--- src/rtl/inst_prefetch_queue.sv ---
// inst_prefetch_queue: instruction prefetch buffer in front of the IF stage.
// Fetches 32-bit words through a single-outstanding req/ack port and keeps
// up to DEPTH {pc, inst} pairs in a circular buffer for the integer unit.
//
// Handshake: imem_req/imem_addr are registered and held stable until an
// imem_ack is sampled on a rising edge while imem_req=1; one word per cycle
// is accepted when ack is held high. A request is only launched when the
// queue will have a free slot, so an accepted word always fits.
//
// Optional feature: define IPQ_BYPASS_EN to forward an acked word straight
// to valid/pc/inst in the same cycle when the queue is empty.
module inst_prefetch_queue #(
    parameter int          DEPTH    = 4,
    parameter logic [31:0] RESET_PC = 32'h0000_0000
) (
    input  logic                     clk,
    input  logic                     clrn,
    output logic                     imem_req,
    output logic [31:0]              imem_addr,
    input  logic                     imem_ack,
    input  logic [31:0]              imem_data,
    input  logic                     redirect,
    input  logic [31:0]              redirect_pc,
    input  logic                     deq,
    output logic                     valid,
    output logic [31:0]              pc,
    output logic [31:0]              inst,
    output logic [$clog2(DEPTH):0]   count,
    output logic [1:0]               state_dbg
);

    localparam int PTR_W = $clog2(DEPTH);
    localparam int CNT_W = PTR_W + 1;
    localparam logic [CNT_W-1:0] CNT_ONE  = CNT_W'(1);
    localparam logic [CNT_W-1:0] CNT_FULL = CNT_W'(DEPTH);
    localparam logic [PTR_W-1:0] PTR_ONE  = PTR_W'(1);

    typedef enum logic [1:0] {
        IDLE  = 2'd0,
        FETCH = 2'd1,
        DROP  = 2'd2
    } state_t;

    state_t            state_q, state_d;
    logic [31:0]       fetch_pc_q, fetch_pc_d;
    logic [31:0]       pend_pc_q, pend_pc_d;
    logic              req_q, req_d;
    logic [31:0]       addr_q, addr_d;
    logic [PTR_W-1:0]  head_q, head_d;
    logic [PTR_W-1:0]  tail_q, tail_d;
    logic [CNT_W-1:0]  count_q, count_d;

    logic [31:0]       pc_mem   [DEPTH];
    logic [31:0]       inst_mem [DEPTH];

    logic [31:0]       rpc;
    logic              q_valid;
    logic              accept;
    logic              bypass_hit;
    logic              push;
    logic              pop;
    logic              space;
    logic [31:0]       target;

    // Queue bookkeeping: decide push/pop and the next pointers and occupancy.
    always_comb begin
        rpc     = redirect_pc & 32'hFFFF_FFFC;
        q_valid = (count_q != '0);
        accept  = req_q && imem_ack && !redirect && (state_q == FETCH);
`ifdef IPQ_BYPASS_EN
        bypass_hit = accept && !q_valid;
`else
        bypass_hit = 1'b0;
`endif
        // A word consumed through the bypass never lands in the buffer.
        push = accept && !(bypass_hit && deq);
        pop  = deq && q_valid && !redirect;

        head_d  = head_q;
        tail_d  = tail_q;
        count_d = count_q;
        if (redirect) begin
            head_d  = '0;
            tail_d  = '0;
            count_d = '0;
        end else begin
            if (push) tail_d = tail_q + PTR_ONE;
            if (pop)  head_d = head_q + PTR_ONE;
            if (push && !pop) count_d = count_q + CNT_ONE;
            if (pop && !push) count_d = count_q - CNT_ONE;
        end
        space = (count_d < CNT_FULL);
    end

    // Fetch FSM next-state: request launch, hold, stale-drop and redirect.
    always_comb begin
        state_d    = state_q;
        fetch_pc_d = fetch_pc_q;
        pend_pc_d  = pend_pc_q;
        req_d      = req_q;
        addr_d     = addr_q;
        target     = pend_pc_q;
        case (state_q)
            IDLE: begin
                if (redirect) begin
                    fetch_pc_d = rpc;
                    state_d    = FETCH;
                    req_d      = 1'b1;
                    addr_d     = rpc;
                end else if (space) begin
                    state_d = FETCH;
                    req_d   = 1'b1;
                    addr_d  = fetch_pc_q;
                end
            end
            FETCH: begin
                if (imem_ack) begin
                    if (redirect) begin
                        // Word from the old stream is dropped on the floor.
                        fetch_pc_d = rpc;
                        addr_d     = rpc;
                        req_d      = 1'b1;
                    end else begin
                        fetch_pc_d = fetch_pc_q + 32'd4;
                        if (space) begin
                            addr_d = fetch_pc_q + 32'd4;
                        end else begin
                            state_d = IDLE;
                            req_d   = 1'b0;
                        end
                    end
                end else if (redirect) begin
                    // Request must stay stable until acked; remember where to go.
                    state_d   = DROP;
                    pend_pc_d = rpc;
                end
            end
            DROP: begin
                if (imem_ack) begin
                    target     = redirect ? rpc : pend_pc_q;
                    fetch_pc_d = target;
                    if (space) begin
                        state_d = FETCH;
                        req_d   = 1'b1;
                        addr_d  = target;
                    end else begin
                        state_d = IDLE;
                        req_d   = 1'b0;
                    end
                end else if (redirect) begin
                    pend_pc_d = rpc;
                end
            end
            default: begin
                state_d = IDLE;
                req_d   = 1'b0;
            end
        endcase
    end

    // State, request and queue control registers.
    always_ff @(posedge clk or negedge clrn) begin
        if (!clrn) begin
            state_q    <= IDLE;
            fetch_pc_q <= RESET_PC;
            pend_pc_q  <= 32'h0;
            req_q      <= 1'b0;
            addr_q     <= 32'h0;
            head_q     <= '0;
            tail_q     <= '0;
            count_q    <= '0;
        end else begin
            state_q    <= state_d;
            fetch_pc_q <= fetch_pc_d;
            pend_pc_q  <= pend_pc_d;
            req_q      <= req_d;
            addr_q     <= addr_d;
            head_q     <= head_d;
            tail_q     <= tail_d;
            count_q    <= count_d;
        end
    end

    // Entry storage; contents are only visible when count says they are live.
    always_ff @(posedge clk) begin
        if (push) begin
            pc_mem[tail_q]   <= addr_q;
            inst_mem[tail_q] <= imem_data;
        end
    end

    // Head presentation: empty queue shows pc=0 and a NOP.
    always_comb begin
        valid = q_valid || bypass_hit;
        pc    = 32'h0;
        inst  = 32'h0;
        if (q_valid) begin
            pc   = pc_mem[head_q];
            inst = inst_mem[head_q];
        end else if (bypass_hit) begin
            pc   = addr_q;
            inst = imem_data;
        end
    end

    assign imem_req  = req_q;
    assign imem_addr = addr_q;
    assign count     = count_q;
    assign state_dbg = state_q;

endmodule

--- config.mk ---
export PLATFORM = sky130hd
export DESIGN_NAME = inst_prefetch_queue
export DESIGN_NICKNAME = d
export VERILOG_FILES = /design/src/rtl/inst_prefetch_queue.sv
export SDC_FILE = /design/constraint.sdc
export NUM_CORES = 1
export LEC_CHECK = 0
export ABC_AREA = 1
export CAP_MARGIN = 20
export CORE_UTILIZATION = 45
export CTS_CLUSTER_DIAMETER = 100
export DETAILED_ROUTE_END_ITERATION = 7
export GPL_TIMING_DRIVEN = 0
export PLACE_DENSITY_LB_ADDON = 0.08
export SYNTH_ARGS = -nofsm -noshare
export SYNTH_HDL_FRONTEND = slang
export SYNTH_SLANG_ARGS = --single-unit
--- constraint.sdc ---
create_clock -name clk -period 4.2 [get_ports clk]
set_input_delay 1.26 -clock clk [delete_from_list [all_inputs] [get_ports clk]]
set_output_delay 1.26 -clock clk [all_outputs]
set_load 0.02 [all_outputs]
Fig. 1: routing congestion
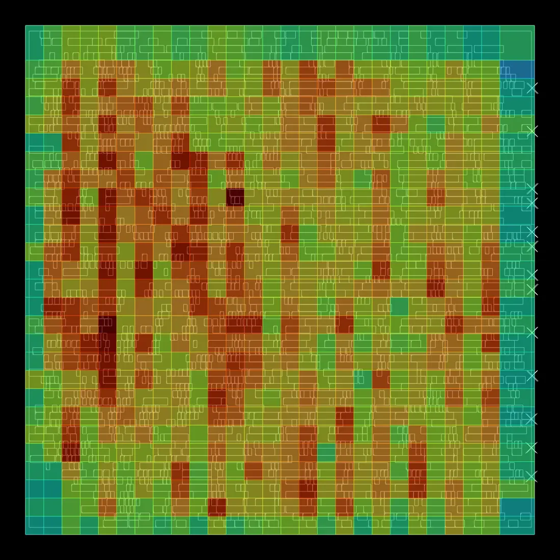
met2 Usage GRT: 45.2%
GRT Util Overall: 26.9%

Fig. 2: register map, names as in the netlist
(2 px per um)
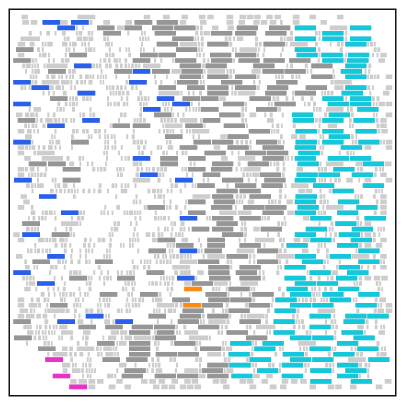
- count: magenta (placed flops 3)
- head_q: orange (placed flops 2)
- pend_pc_q: blue (placed flops 32)
- inst_mem: cyan (placed flops 128; where a vertical strip on the right)

Fig. 3: PDN straps and rails
(2 px per um) Pins as bars on the die edge.
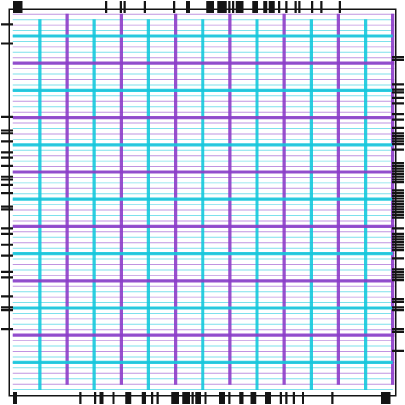
- VDD: purple
- VSS: cyan
- met1 rails: 70
- met5 straps: 13
- met4 straps: 14
- rows: 69

Fig. 4: clock wires, drivers and flops
(3 px per um)
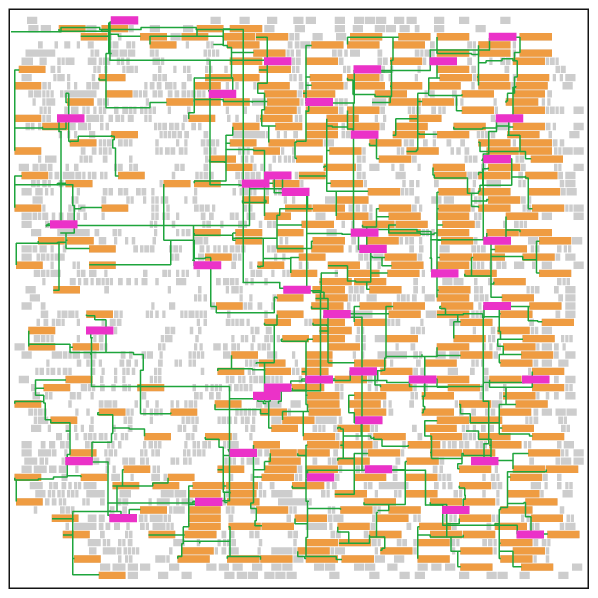
- cells driving clock nets: magenta (count 40)
- clock wires: green (length 4500 um)
- flip-flops: orange (count 362)
- routed clock nets: 41
Clock Skew: 0.0234 ns
clock network fraction of design power: 22.7%
Clk. pwr: 3.44 mW
Skew-Pair Late Insertion Delay: 0.53 ns

Fig. 5: placement by cell class
(2 px per um) Fill, decap, tap and diode cells in gray.
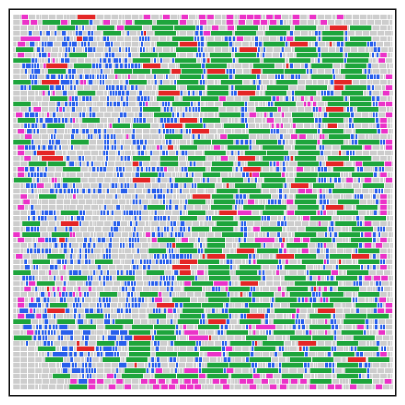
- flops: green (cells 362)
- all other logic: blue (cells 1254)
- other buffers and delay cells: magenta (cells 268)
- clock drivers and dummy loads: red (cells 72)
CORE AREA: 0.0357 sq mm
row count: 69

==> GITHUB_STEP_SUMMARY <==
### Flow metrics

| Metric | Value |
|---|---|
| Initial antenna violation count | `0` |
| Design Area, Final | `0.0201 sq mm` |
| Clock-pin slew on the worst setup and hold paths | `0.06 ns` |
| Dpl hpwl | `34400 um` |
| Vias | `13000` |
| Yosys cell count | `1707` |
| Post-Syn Instances | `1707` |
| DRC violation count after routing | `26` |
| Synth flops | `362` |
| Unrepaired setup endpoints after global routing | `false` |
| Die Area | `0.0371 sq mm` |
| Gr ovfl total | `0` |
| Outcome | `complete, but fails checks` |
| Final ANT Viol Nets | `0` |
| Most common cell in the synthesized netlist | `nor2_1` |
| Failing checks | `design-rule violations` |
| Async SR Flop Fraction | `29.3%` |
| Rel. slew slack | `41.3%` |
| Dominant flop cell | `edfxtp_1` |
| Pre-Place Util | `45.8%` |
-- logic make-up after synthesis --
family,count (synthesis),synth area share (%)
and+or+nand+nor,721,17.5
AOI/OAI and AO/OA,420,13.6
DFF,362,63.3
buffers and inverters,191,4.68
adders and majority gates,12,0.919
xor gates and xnor gates,1,0.0536
-- layer usage --
layer / GRT usage, % / vias up
li1: - / 6250
met1: 35.6 / 6228
met2: 45.2 / 416
met3: 3.46 / 99
met4: 10.1 / 0
met5: 0 / -
-- layout by cell type (no fill, tap or decap), drive strengths merged, types with 7 or more instances in the layout --
cell type,Yosys,routed
clkbuf,60,115
o22ai,20,20
a21oi,155,155
edfxtp,256,256
clkdlybuf4s50,0,167
o21ai,214,214
inv,99,101
nor2,351,351
clkinv,1,12
dfrtp,106,106
nand4,7,7
a22oi,16,16
buf,31,42
ha,12,12
nand3,37,37
nand2,319,319
-- power breakdown --
part	switching, mW	internal (mW)	leakage (nW)
Clock	1.42	2.02	0.620
Combinational	4.42	2.23	3.59
Sequential	0.549	4.51	3.64
Total	6.38	8.76	7.85
-- worst paths after layout --
check                      cells after the start                     start                         to
setup / recovery                               6     head_q[0]$_DFFE_PN0P_                   inst[20]
hold / removal                                 2  pend_pc_q[0]$_DFFE_PN0P_   pend_pc_q[0]$_DFFE_PN0P_
setup reg to reg                               9  state_dbg[0]$_DFFE_PN0P_  pend_pc_q[18]$_DFFE_PN0P_
hold reg to reg                                2  pend_pc_q[0]$_DFFE_PN0P_   pend_pc_q[0]$_DFFE_PN0P_
max in group asynchronous                      2                      clrn  imem_addr[24]$_DFFE_PN0P_
min in group asynchronous                      1                      clrn   pend_pc_q[4]$_DFFE_PN0P_
-- critical path: stages, from the launching register on --
cell and delay, ns:
dfrtp_1 0.46, inv_2 0.10, clkbuf_2 0.29, clkbuf_1 0.41
o21ai_0 0.16, a21oi_1 0.25, clkdlybuf4s50_1 0.67
-- sequential cells by signal, summed over array words and instances, names as in the netlist --
name        flops
inst_mem      128
state_dbg       2
imem_addr      32
fetch_pc_q     32
pc_mem        128
imem_req        1
head_q          2
count           3
pend_pc_q      32
tail_q          2
-- cell type report --
cell class | instances | area [sq um]
multi-input combinational | 1154 | 5260
clock buffer | 56 | 1100
tap | 461 | 577
timing repair buffer | 177 | 1890
buffer | 91 | 415
clock inverter | 16 | 174
sequential | 362 | 10300
fill | 3149 | 15500
inverter | 100 | 380
-- through the flow --
stage	util, %	hold slack [ns]	total power, mW	setup TNS, ns	cells
4_1_cts	56.5	0.476	15.2	0	2417
5_1_grt	56.5	0.508	16.0	0	2417
3_3_place_gp	52.1	0.457	11.6	-1111.74	2336
6_report	56.5	0.473	15.1	0	2417
3_5_place_dp	52.8	0.457	11.7	0	2345
2_1_floorplan	-	0.436	8.76	-159.16	1707
-- timing repair --
action / 4_1_cts / 5_1_grt
pin swaps: 0 / 0
gates resized: 18 / 15
endpoints found under the setup margin: 64 / 33
hold buffers: 0 / 0
Power and IR drop assume default switching activity.
